[src/rtl/sram_arbiter.sv]
// Round-robin arbiter sharing one single-port SRAM between a lookup port (0) and a
// refill/update port (1); owns the zeroing sweep after reset and on flush.
module sram_arbiter #(
  parameter int unsigned DATA_W = 53,
  parameter int unsigned DEPTH  = 32,
  parameter int unsigned ADDR_W = $clog2(DEPTH)
) (
  input  logic              clk,
  input  logic              rst_n,
  input  logic              req0_valid,
  output logic              req0_ready,
  input  logic              req0_wen,
  input  logic [ADDR_W-1:0] req0_addr,
  input  logic [DATA_W-1:0] req0_wdata,
  output logic              rsp0_valid,
  output logic [DATA_W-1:0] rsp0_rdata,
  input  logic              req1_valid,
  output logic              req1_ready,
  input  logic              req1_wen,
  input  logic [ADDR_W-1:0] req1_addr,
  input  logic [DATA_W-1:0] req1_wdata,
  output logic              rsp1_valid,
  output logic [DATA_W-1:0] rsp1_rdata,
  input  logic              flush,
  output logic              busy,
  output logic              sram_cen,
  output logic              sram_wen,
  output logic [ADDR_W-1:0] sram_addr,
  output logic [DATA_W-1:0] sram_wdata,
  input  logic [DATA_W-1:0] sram_rdata
);

  typedef enum logic {CLEAR, IDLE} state_e;

  state_e            state_q;
  logic [ADDR_W-1:0] clr_cnt_q;
  logic              last_grant_q;
  logic              rsp0_valid_q;
  logic              rsp1_valid_q;

  logic idle;
  logic grant0;
  logic grant1;

  // last_grant_q holds the index of the most recently granted port; under
  // contention the other port wins.
  assign idle   = (state_q == IDLE);
  assign grant0 = idle & ~flush & req0_valid & (~req1_valid | last_grant_q);
  assign grant1 = idle & ~flush & req1_valid & (~req0_valid | ~last_grant_q);

  assign busy       = ~idle;
  assign req0_ready = grant0;
  assign req1_ready = grant1;
  assign rsp0_valid = rsp0_valid_q;
  assign rsp1_valid = rsp1_valid_q;
  assign rsp0_rdata = sram_rdata;
  assign rsp1_rdata = sram_rdata;

  always_comb begin
    sram_cen   = 1'b0;
    sram_wen   = 1'b0;
    sram_addr  = '0;
    sram_wdata = '0;
    if (!idle) begin
      sram_cen  = 1'b1;
      sram_wen  = 1'b1;
      sram_addr = clr_cnt_q;
    end else if (grant0) begin
      sram_cen   = 1'b1;
      sram_wen   = req0_wen;
      sram_addr  = req0_addr;
      sram_wdata = req0_wdata;
    end else if (grant1) begin
      sram_cen   = 1'b1;
      sram_wen   = req1_wen;
      sram_addr  = req1_addr;
      sram_wdata = req1_wdata;
    end
  end

  always_ff @(posedge clk or negedge rst_n) begin
    if (!rst_n) begin
      state_q      <= CLEAR;
      clr_cnt_q    <= '0;
      last_grant_q <= 1'b1;
      rsp0_valid_q <= 1'b0;
      rsp1_valid_q <= 1'b0;
    end else begin
      rsp0_valid_q <= grant0 & ~req0_wen;
      rsp1_valid_q <= grant1 & ~req1_wen;
      if (grant0) last_grant_q <= 1'b0;
      else if (grant1) last_grant_q <= 1'b1;
      unique case (state_q)
        CLEAR: begin
          if (clr_cnt_q == ADDR_W'(DEPTH - 1)) begin
            state_q   <= IDLE;
            clr_cnt_q <= '0;
          end else begin
            clr_cnt_q <= clr_cnt_q + 1'b1;
          end
        end
        IDLE: begin
          if (flush) state_q <= CLEAR;
        end
        default: state_q <= CLEAR;
      endcase
    end
  end

endmodule

[config.mk]
export PLATFORM = sky130hd
export DESIGN_NAME = sram_arbiter
export DESIGN_NICKNAME = d
export VERILOG_FILES = /design/src/rtl/sram_arbiter.sv
export SDC_FILE = /design/constraint.sdc
export NUM_CORES = 1
export LEC_CHECK = 0
export ABC_AREA = 1
export CORE_AREA = 2 2 133 135
export CTS_BUF_LIST = sky130_fd_sc_hd__clkbuf_4
export DETAILED_ROUTE_END_ITERATION = 16
export DIE_AREA = 0 0 135 137
export HOLD_SLACK_MARGIN = 0.08
export SETUP_SLACK_MARGIN = 0.15
export SYNTH_ARGS = -nofsm -noshare
export SYNTH_HDL_FRONTEND = slang
export SYNTH_SLANG_ARGS = --single-unit
[constraint.sdc]
create_clock -name clk -period 2.6 [get_ports clk]
set_input_delay 0.52 -clock clk [delete_from_list [all_inputs] [get_ports clk]]
set_output_delay 0.52 -clock clk [all_outputs]
set_load 0.1 [all_outputs]
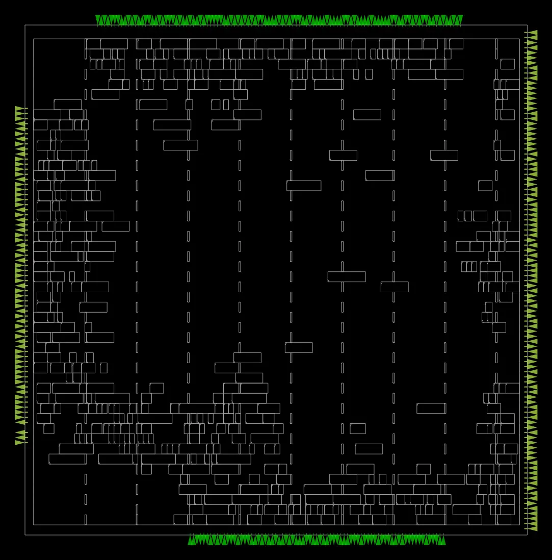
(images/final_placement.png)
row count: 48
core area: 17100 µm²
Flops: 9
tap cells: 225
fillers: 1863

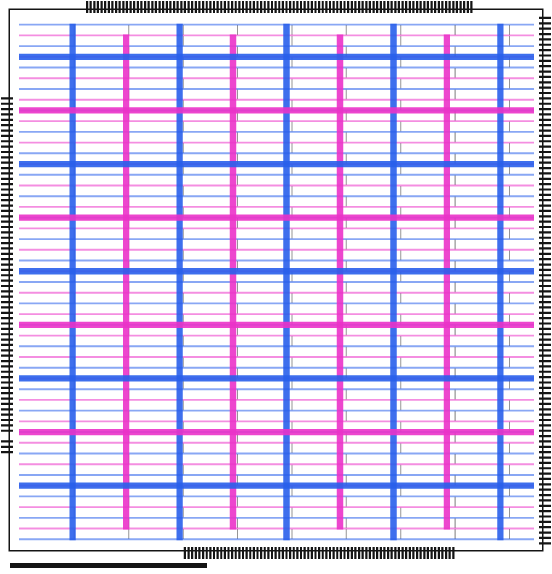
(images/pdn.png)
Bar = 50 µm. Pins as bars on the die edge. Tap cells in gray.
magenta -> VDD
blue -> VSS
met1 rails = 49
tap cells = 225
signal pins = 347
met4 straps = 9
met5 straps = 9
Max VDD drop: 0.826 mV
Die H: 137 µm
die extent in x: 135 µm

==> run notes <==
yosys + openroad results -> most used cell along the critical path=buf_12, cell count after synthesis=361, MUX area fraction=0, first-pass GRT wire length=14600 µm, max-slew violation count=0, hold buffers post-CTS=0, Worst EP required=2.08 ns, clock root buffer=clkbuf_4, Dominant comb cell=buffers and inverters, drt pass-1 iters=5, Netlist Area Pre-Place=2190 µm², Hold Path Class=register to register, Synth Warn #=0, diode count=0, Seq cells post-synth=9, gr usage total=0.103, Slew @ Worst Pin=0.481 ns, Rel. slew slack=0.679, hpwl dp=8280 µm, xor/xnor share=0, Finished Layout Cells=671, aoi share=0.00912, initial antenna violation count=0, pin count of the biggest net entering global routing=30, Num Clock Sinks=9, CP Cell Sequence=dlygate4sd2_1 -> nor2_8 -> buf_4 -> buf_12 -> nand3_1 -> nand2_1 -> buf_12, FP Util=0.129, clk_lat worst skew=0.27 ns, status=finished, final reports clean, total vias in the final route=2494, hold_sp=clr_cnt_q[4], critical path's slowest cell=dlygate4sd2_1, unique cell type count in the Yosys netlist=20, Antenna Nets Post-Route=0, max incr delay on CP=0.29 ns, H-Tree Depth=1, Critical Path Start Type=input pin, final worst slack=0.263 ns, WP data arrival=1.82 ns, Mapped Nets=539, Area growth, synth to finish=100%, Post-Synth Simple-Gate Area=0.434, Final period util=0.899, crit path kind=input pin to primary output, drt drc=0, dpl cells=661, DRT iter0 DRCs=111, vias per cell=3.72, yosys synthesis chip area=2190 µm², RSZ-0062 raised after global routing=no, Setup Viol. Count Final=0, WHS Endpoint=clr_cnt_q[4], Reg-to-Reg End=last_grant_q, Leakage=1.93 nW, final hold vios=0, maximum clock path buffer count=2, setup TNS=0 ns, GPL Wtd Cong=0.751, layout cells sized above 1=0.269, worst r2r src=idle, Util after Layout=0.258, Detailed Route WL=10800 µm, vias in the first global route=2464, CTS tree=yes, pre-CTS WS=-0.00721 ns, f_max=428 MHz, Log Warnings=27, Num CTS Buffers=3, worst reg2reg setup slack=1.15 ns, WHS Path Cells=2, # Cells Yosys=361, Tmin final=2.34 ns, crit path max fanout=28, Adder Share, Synth=0.0114, R2R depth=7, total die size=18500 µm², register area share after synthesis=0.103, synthesized area per cell=6.08 µm², Max Cap Viol=0, Nets=625, WL per Instance=16.1 µm, I/O pin count=347, Max Clock Skew=0.00954 ns, clock slew at reported path FFs=0.06 ns, power per cell area=626 nW/µm², grt ovf=0, Port Buf Inserts=187, CP Capture Type=primary output
cells in the final DEF (no fill, tap or decap), drive strengths merged:
| cell | count |
|---|---|
| clkdlybuf4s50 | 119 |
| nand3 | 67 |
| clkbuf | 6 |
| nor2 | 11 |
| dfrtp | 8 |
| buf | 83 |
| dfstp | 1 |
| o21ai | 3 |
| nand2 | 129 |
| nand4 | 6 |
| dlygate4sd2 | 2 |
| inv | 6 |
| a21oi | 1 |
| ha | 2 |
| dlymetal6s2s | 1 |
| clkinv | 1 |
synth_stat cells:
cell	instances	area share
nand2_1	119	0.20
buf_2	6	0.014
inv_2	1	0.0017
buf_6	5	0.026
nor2_8	1	0.0091
buf_8	1	0.0068
nand2_2	10	0.029
clkbuf_1	4	0.0068
dfstp_2	1	0.012
dfrtp_1	8	0.091
inv_1	5	0.0086
nand3_4	1	0.0080
a21oi_1	1	0.0023
buf_4	110	0.38
nand4_1	6	0.017
inv_4	1	0.0029
nor2_1	10	0.017
o21ai_0	3	0.0068
ha_1	2	0.011
nand3_1	66	0.15
worst max-delay path, delay by kind of cell:
family                 cells  cell delay, ns
AND/OR/NAND/NOR            3            0.44
buffers and inverters      4            0.83
worst max-delay path by stage:
stage | startpoint | end | depth (start not counted)
floorplan | req1_valid | sram_wdata[12] | 7
global placement | flush | sram_wdata[0] | 7
detailed placement | flush | sram_wdata[0] | 7
CTS | req0_valid | sram_wdata[0] | 7
global route | idle | sram_wdata[40] | 7
finish | flush | sram_wdata[0] | 7
where the power goes:
part	leakage [nW]	internal (W)	switching, W
combinational	1.80	0.000890	0.00148
clock	0.0184	0.0000698	0.0000562
sequential	0.109	0.000203	0.0000555
kinds of logic (layout without fill, tap and decap cells):
family,Yosys count,after routing
AND/OR/NAND/NOR,213,213
buffers and inverters,133,218
flip-flops,9,9
AND-OR/OR-AND,4,4
adder cells (fa/ha/maj),2,2
metal layers:
metal  track usage  share of wire  routed length (µm)
met1         0.121           0.38                4130
met2         0.160           0.45                4840
met3        0.0481           0.12                1260
met4        0.0515          0.051                 552
met5             0              0                   0
layout make-up:
class / count / area (µm²) / area share
Timing Repair Buffer: 207 / 2780 / 0.631
Inverter: 7 / 38.8 / 0.00882
Tap cell: 225 / 282 / 0.0640
Multi-Input combinational cell: 219 / 1040 / 0.237
Sequential cell: 9 / 228 / 0.0518
Clock buffer: 4 / 30.0 / 0.00683
stage by stage:
| step | power (W) | hold WS [ns] | cell area [µm²] |
|---|---|---|---|
| floorplan | 0.00235 | 0.224 | 2190 |
| global placement | 0.00252 | 0.499 | 4190 |
| detailed placement | 0.00252 | 0.504 | 4190 |
| CTS | 0.00271 | 0.522 | 4280 |
| global route | 0.00289 | 0.555 | 4400 |
| finish | 0.00275 | 0.520 | 4400 |
what timing repair did:
item                       CTS  global route
resized                      9            16
pin swaps                    1             4
setup buffers                1             2
hold endpoints to repair     0             0
gates cloned                 1             2
setup endpoints to repair   61            52
state kept, by name, indices dropped and copies added (netlist names):
register and count:
clr_cnt_q 5, idle 1, last_grant_q 1, rsp0_valid 1, rsp1_valid 1
Power and IR drop assume default switching activity.
